===== src/rtl/mips_trace_pkg.sv =====
// Shared types for the MIPS trace buffer: FSM encoding, entry layout and packed entry struct.
package mips_trace_pkg;

    typedef enum logic [1:0] {
        IDLE  = 2'd0,
        ARMED = 2'd1,
        POST  = 2'd2,
        DONE  = 2'd3
    } trace_state_e;

    localparam int PC_W      = 32;
    localparam int INSTR_W   = 32;
    localparam int ALU_W     = 32;
    localparam int PCSRC_W   = 2;

    localparam int PC_LSB    = 0;
    localparam int INSTR_LSB = PC_LSB + PC_W;
    localparam int ALU_LSB   = INSTR_LSB + INSTR_W;
    localparam int MEMW_LSB  = ALU_LSB + ALU_W;
    localparam int PCSRC_LSB = MEMW_LSB + 1;
    localparam int TRIG_LSB  = PCSRC_LSB + PCSRC_W;
    localparam int ENTRY_W   = TRIG_LSB + 1;

    // Field order matches the LSB offsets above (first member is the MSB).
    typedef struct packed {
        logic               is_trigger;
        logic [PCSRC_W-1:0] pc_source;
        logic               mem_write;
        logic [ALU_W-1:0]   alu_result;
        logic [INSTR_W-1:0] instr;
        logic [PC_W-1:0]    pc;
    } trace_entry_t;

endpackage


===== src/rtl/trace_ram.sv =====
// Trace storage: register array with synchronous write and asynchronous read, contents not reset.
module trace_ram
    import mips_trace_pkg::*;
#(
    parameter int DEPTH  = 16,
    parameter int ADDR_W = 4
) (
    input  logic               clk,
    input  logic               we,
    input  logic [ADDR_W-1:0]  waddr,
    input  logic [ENTRY_W-1:0] wdata,
    input  logic [ADDR_W-1:0]  raddr,
    output logic [ENTRY_W-1:0] rdata
);

    logic [ENTRY_W-1:0] mem_q [DEPTH];

    always_ff @(posedge clk) begin
        if (we) begin
            mem_q[waddr] <= wdata;
        end
    end

    assign rdata = mem_q[raddr];

endmodule


===== src/rtl/mips_trace_buffer.sv =====
// Post-mortem trace capture behind the single-cycle MIPS core: circular recording,
// PC-match/forced trigger with post-trigger window, oldest-first valid/ready drain.
module mips_trace_buffer
    import mips_trace_pkg::*;
#(
    parameter int DEPTH  = 16,
    parameter int ADDR_W = 4
) (
    input  logic              clk,
    input  logic              reset,
    input  logic              capture_en,
    input  logic [31:0]       pc_in,
    input  logic [31:0]       instr_in,
    input  logic [31:0]       alu_result_in,
    input  logic              mem_write_in,
    input  logic [1:0]        pc_source_in,
    input  logic              arm,
    input  logic              clear,
    input  logic              trig_en,
    input  logic [31:0]       trigger_pc,
    input  logic              force_trig,
    input  logic [ADDR_W-1:0] post_count,
    output logic [1:0]        state_out,
    output logic              triggered,
    output logic              rd_valid,
    input  logic              rd_ready,
    output logic [31:0]       rd_pc,
    output logic [31:0]       rd_instr,
    output logic [31:0]       rd_alu_result,
    output logic              rd_mem_write,
    output logic [1:0]        rd_pc_source,
    output logic              rd_is_trigger,
    output logic              rd_last
);

    localparam logic [ADDR_W:0]   FULL     = (ADDR_W+1)'(DEPTH);
    localparam logic [ADDR_W:0]   ONE_C    = (ADDR_W+1)'(1);
    localparam logic [ADDR_W-1:0] ONE_P    = ADDR_W'(1);
    localparam logic [ADDR_W-1:0] POST_MAX = ADDR_W'(DEPTH - 1);

    function automatic logic [ADDR_W-1:0] clamp_post(input logic [ADDR_W-1:0] req);
        return (req > POST_MAX) ? POST_MAX : req;
    endfunction

    trace_state_e      state_q;
    logic [ADDR_W-1:0] wr_ptr_q, rd_ptr_q, remaining_q;
    logic [ADDR_W:0]   count_q, rd_left_q;
    logic              triggered_q, rd_valid_q;

    logic              recording, wr_en, trig_hit;
    logic [ADDR_W-1:0] wr_ptr_d, post_clamped;
    logic [ADDR_W:0]   count_d;
    logic [ENTRY_W-1:0] rd_raw;
    trace_entry_t      wr_entry, rd_entry;

    // arm and clear both suppress the cycle's write and trigger.
    assign recording    = (state_q == ARMED) || (state_q == POST);
    assign wr_en        = recording & capture_en & ~clear & ~arm;
    assign trig_hit     = (state_q == ARMED) & capture_en & ~clear & ~arm &
                          ((trig_en & (pc_in == trigger_pc)) | force_trig);
    assign wr_ptr_d     = wr_ptr_q + ONE_P;
    assign count_d      = (count_q == FULL) ? FULL : count_q + ONE_C;
    assign post_clamped = clamp_post(post_count);

    always_comb begin
        wr_entry            = '0;
        wr_entry.is_trigger = trig_hit;
        wr_entry.pc_source  = pc_source_in;
        wr_entry.mem_write  = mem_write_in;
        wr_entry.alu_result = alu_result_in;
        wr_entry.instr      = instr_in;
        wr_entry.pc         = pc_in;
    end

    trace_ram #(
        .DEPTH  (DEPTH),
        .ADDR_W (ADDR_W)
    ) u_ram (
        .clk   (clk),
        .we    (wr_en),
        .waddr (wr_ptr_q),
        .wdata (wr_entry),
        .raddr (rd_ptr_q),
        .rdata (rd_raw)
    );

    always_ff @(posedge clk or negedge reset) begin
        if (!reset) begin
            state_q     <= IDLE;
            wr_ptr_q    <= '0;
            count_q     <= '0;
            remaining_q <= '0;
            rd_ptr_q    <= '0;
            rd_left_q   <= '0;
            triggered_q <= 1'b0;
            rd_valid_q  <= 1'b0;
        end else if (clear) begin
            state_q     <= IDLE;
            wr_ptr_q    <= '0;
            count_q     <= '0;
            remaining_q <= '0;
            rd_ptr_q    <= '0;
            rd_left_q   <= '0;
            triggered_q <= 1'b0;
            rd_valid_q  <= 1'b0;
        end else begin
            case (state_q)
                IDLE: begin
                    if (arm) begin
                        state_q  <= ARMED;
                        wr_ptr_q <= '0;
                        count_q  <= '0;
                    end
                end
                ARMED, POST: begin
                    if (arm) begin
                        state_q     <= ARMED;
                        wr_ptr_q    <= '0;
                        count_q     <= '0;
                        remaining_q <= '0;
                        triggered_q <= 1'b0;
                    end else if (capture_en) begin
                        wr_ptr_q <= wr_ptr_d;
                        count_q  <= count_d;
                        if (trig_hit) begin
                            triggered_q <= 1'b1;
                            if (post_clamped == '0) begin
                                state_q    <= DONE;
                                rd_ptr_q   <= (count_d == FULL) ? wr_ptr_d : '0;
                                rd_left_q  <= count_d;
                                rd_valid_q <= 1'b1;
                            end else begin
                                state_q     <= POST;
                                remaining_q <= post_clamped;
                            end
                        end else if (state_q == POST) begin
                            remaining_q <= remaining_q - ONE_P;
                            // Window closes on the entry that takes remaining to zero.
                            if (remaining_q == ONE_P) begin
                                state_q    <= DONE;
                                rd_ptr_q   <= (count_d == FULL) ? wr_ptr_d : '0;
                                rd_left_q  <= count_d;
                                rd_valid_q <= 1'b1;
                            end
                        end
                    end
                end
                DONE: begin
                    if (rd_valid_q && rd_ready) begin
                        rd_ptr_q  <= rd_ptr_q + ONE_P;
                        rd_left_q <= rd_left_q - ONE_C;
                        if (rd_left_q == ONE_C) begin
                            state_q     <= IDLE;
                            rd_valid_q  <= 1'b0;
                            triggered_q <= 1'b0;
                        end
                    end
                end
                default: state_q <= IDLE;
            endcase
        end
    end

    assign rd_entry      = rd_raw;
    assign state_out     = state_q;
    assign triggered     = triggered_q;
    assign rd_valid      = rd_valid_q;
    assign rd_pc         = rd_valid_q ? rd_entry.pc         : '0;
    assign rd_instr      = rd_valid_q ? rd_entry.instr      : '0;
    assign rd_alu_result = rd_valid_q ? rd_entry.alu_result : '0;
    assign rd_mem_write  = rd_valid_q & rd_entry.mem_write;
    assign rd_pc_source  = rd_valid_q ? rd_entry.pc_source  : '0;
    assign rd_is_trigger = rd_valid_q & rd_entry.is_trigger;
    assign rd_last       = rd_valid_q & (rd_left_q == ONE_C);

endmodule


===== config.mk =====
export PLATFORM = sky130hd
export DESIGN_NAME = mips_trace_buffer
export DESIGN_NICKNAME = d
export VERILOG_FILES = /design/src/rtl/mips_trace_pkg.sv /design/src/rtl/trace_ram.sv /design/src/rtl/mips_trace_buffer.sv
export SDC_FILE = /design/constraint.sdc
export NUM_CORES = 1
export LEC_CHECK = 0
export CAP_MARGIN = 20
export CELL_PAD_IN_SITES_DETAIL_PLACEMENT = 1
export CELL_PAD_IN_SITES_GLOBAL_PLACEMENT = 1
export CORE_UTILIZATION = 58
export DETAILED_ROUTE_END_ITERATION = 7
export GPL_TIMING_DRIVEN = 0
export MAX_ROUTING_LAYER = met4
export PLACE_DENSITY_LB_ADDON = 0.1
export SYNTH_ARGS = -nofsm -noshare
export SYNTH_HDL_FRONTEND = slang
export SYNTH_SLANG_ARGS = --single-unit

===== constraint.sdc =====
create_clock -name clk -period 23.2 [get_ports clk]
set_input_delay 4.64 -clock clk [delete_from_list [all_inputs] [get_ports clk]]
set_output_delay 4.64 -clock clk [all_outputs]
set_load 0.05 [all_outputs]

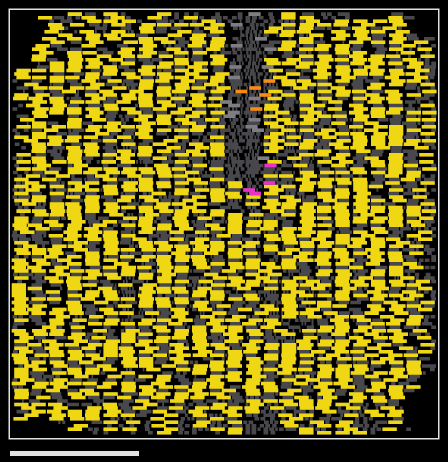
**Above:** sequential cells colored by netlist name.
Bar = 100 microns.
yellow -> `u_ram.mem_q`  # placed flops 1600, where widely spread
magenta -> `rd_ptr_q`  # placed flops 4, where center
orange -> `rd_left_q`  # placed flops 5, where north
Register Area: 0.0487 sq mm
Seq. pwr: 0.00324 W
fin util: 0.697
sequential share of cell area: 0.652

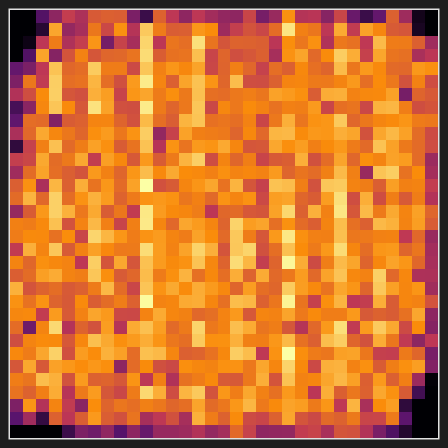
**Above:** placement density heat map.
The die is cut into 33 by 33 equal tiles; black is low, pale yellow is high, 0 to 100% covered.
mean over tiles = 67%
tiles over 75% full = 33%
nearly empty tiles = 1.8%

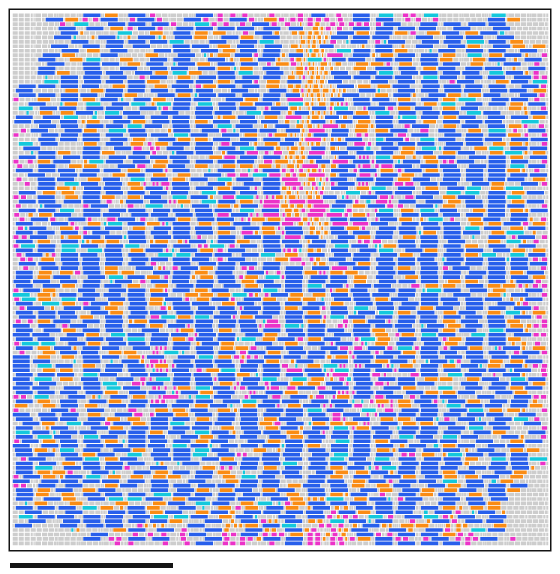
**Above:** placement by cell class.
Bar = 100 microns. Fill, decap, tap and diode cells in gray.
magenta -> other buffers and delay cells  # cells 553
cyan -> clock drivers and dummy loads  # cells 293
orange -> all other logic  # cells 841
blue -> flops  # cells 1626
area of the core: 0.107 sq mm
row cnt: 120

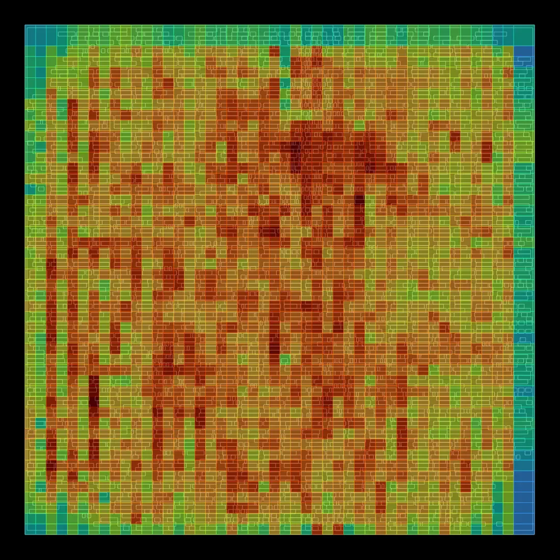
**Above:** routing congestion map.
M1 GR Usage: 0.426
grt met3 use: 0.0631
Total Routing Usage GR: 0.336
Top Usage Layer GRT: met2

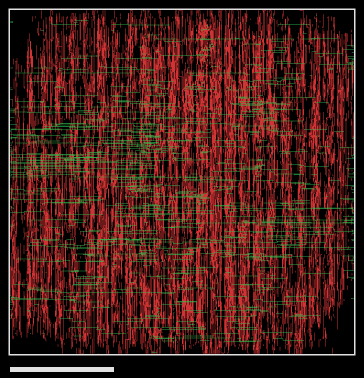
**Above:** wiring by layer.
Bar = 100 microns. Only two layers are drawn.
green -> met3  # wire length 14600 microns
red -> met2  # wire length 90.7 mm

==> out/qor.yml <==
layout_setup_ws_ps: 13340
powerClk_w: 0.00262
reg.largest.list: "u_ram.mem_q: 1600 flops, count_q: 5 flops, rd_left_q: 5 flops"
synth.net_count: 2758
adder_share: 0.00299
postCtsHoldBufs: 0
grt_pass1_vias: 33349
startpoint: "rd_ptr_q[1]"
warnings: 36
route.vias.total: 31650
drc: 0
logic_area_sq_mm: 0.0135
antenna_cells: 19
n_all_buffers: 553
top_cells_by_area: "edfxtp_1 77%, mux4_2 18%, and2_1 1.1%"
yosysCellCount: 2600
fp.dieW_microns: 331
startpoint_type: "flip-flop"
tns_ps: 0
cts_root_buf: "clkbuf_16"
synth.cellmix.compoundShare: 0.00646
ys_async_sr_fraction: 0.0160
hold_violations: 0
tightest_slew_ps: 1260
cts_made_buffers: 159
cts_buffer_depth: 3
clkCellAreaFrac: 0.0699
clk_pin_slew_worst_paths_ps: 70
fin_skew_ps: 27.3
vias_per_cell: 6.68
cts.sinks: 1626
drv_slew: 0
nWellTaps: 1403
synth_warnings: 0
insertion_delay_ps: 770
bufAreaShareNonClock: 0.0719
wl_met1_microns: 64200
cellPowerDensity_mw_per_mm2: 88.2
top_power_group: "registers"
rsz0062_at_grt: "no"
top_cell: "edfxtp_1"
crit_buf_inv: 4
grt_pass1_wl_microns: 243000
r2r-end: "u_ram.mem_q[0][73]"
antenna_found_initial: 23
status: "completed"
cts_tree: "done"
worst-path-stages: 7
die_h_microns: 331
fin_cells: 4735
dr.pass1.iters: 5
Power is estimated from default activity; no workload was simulated.
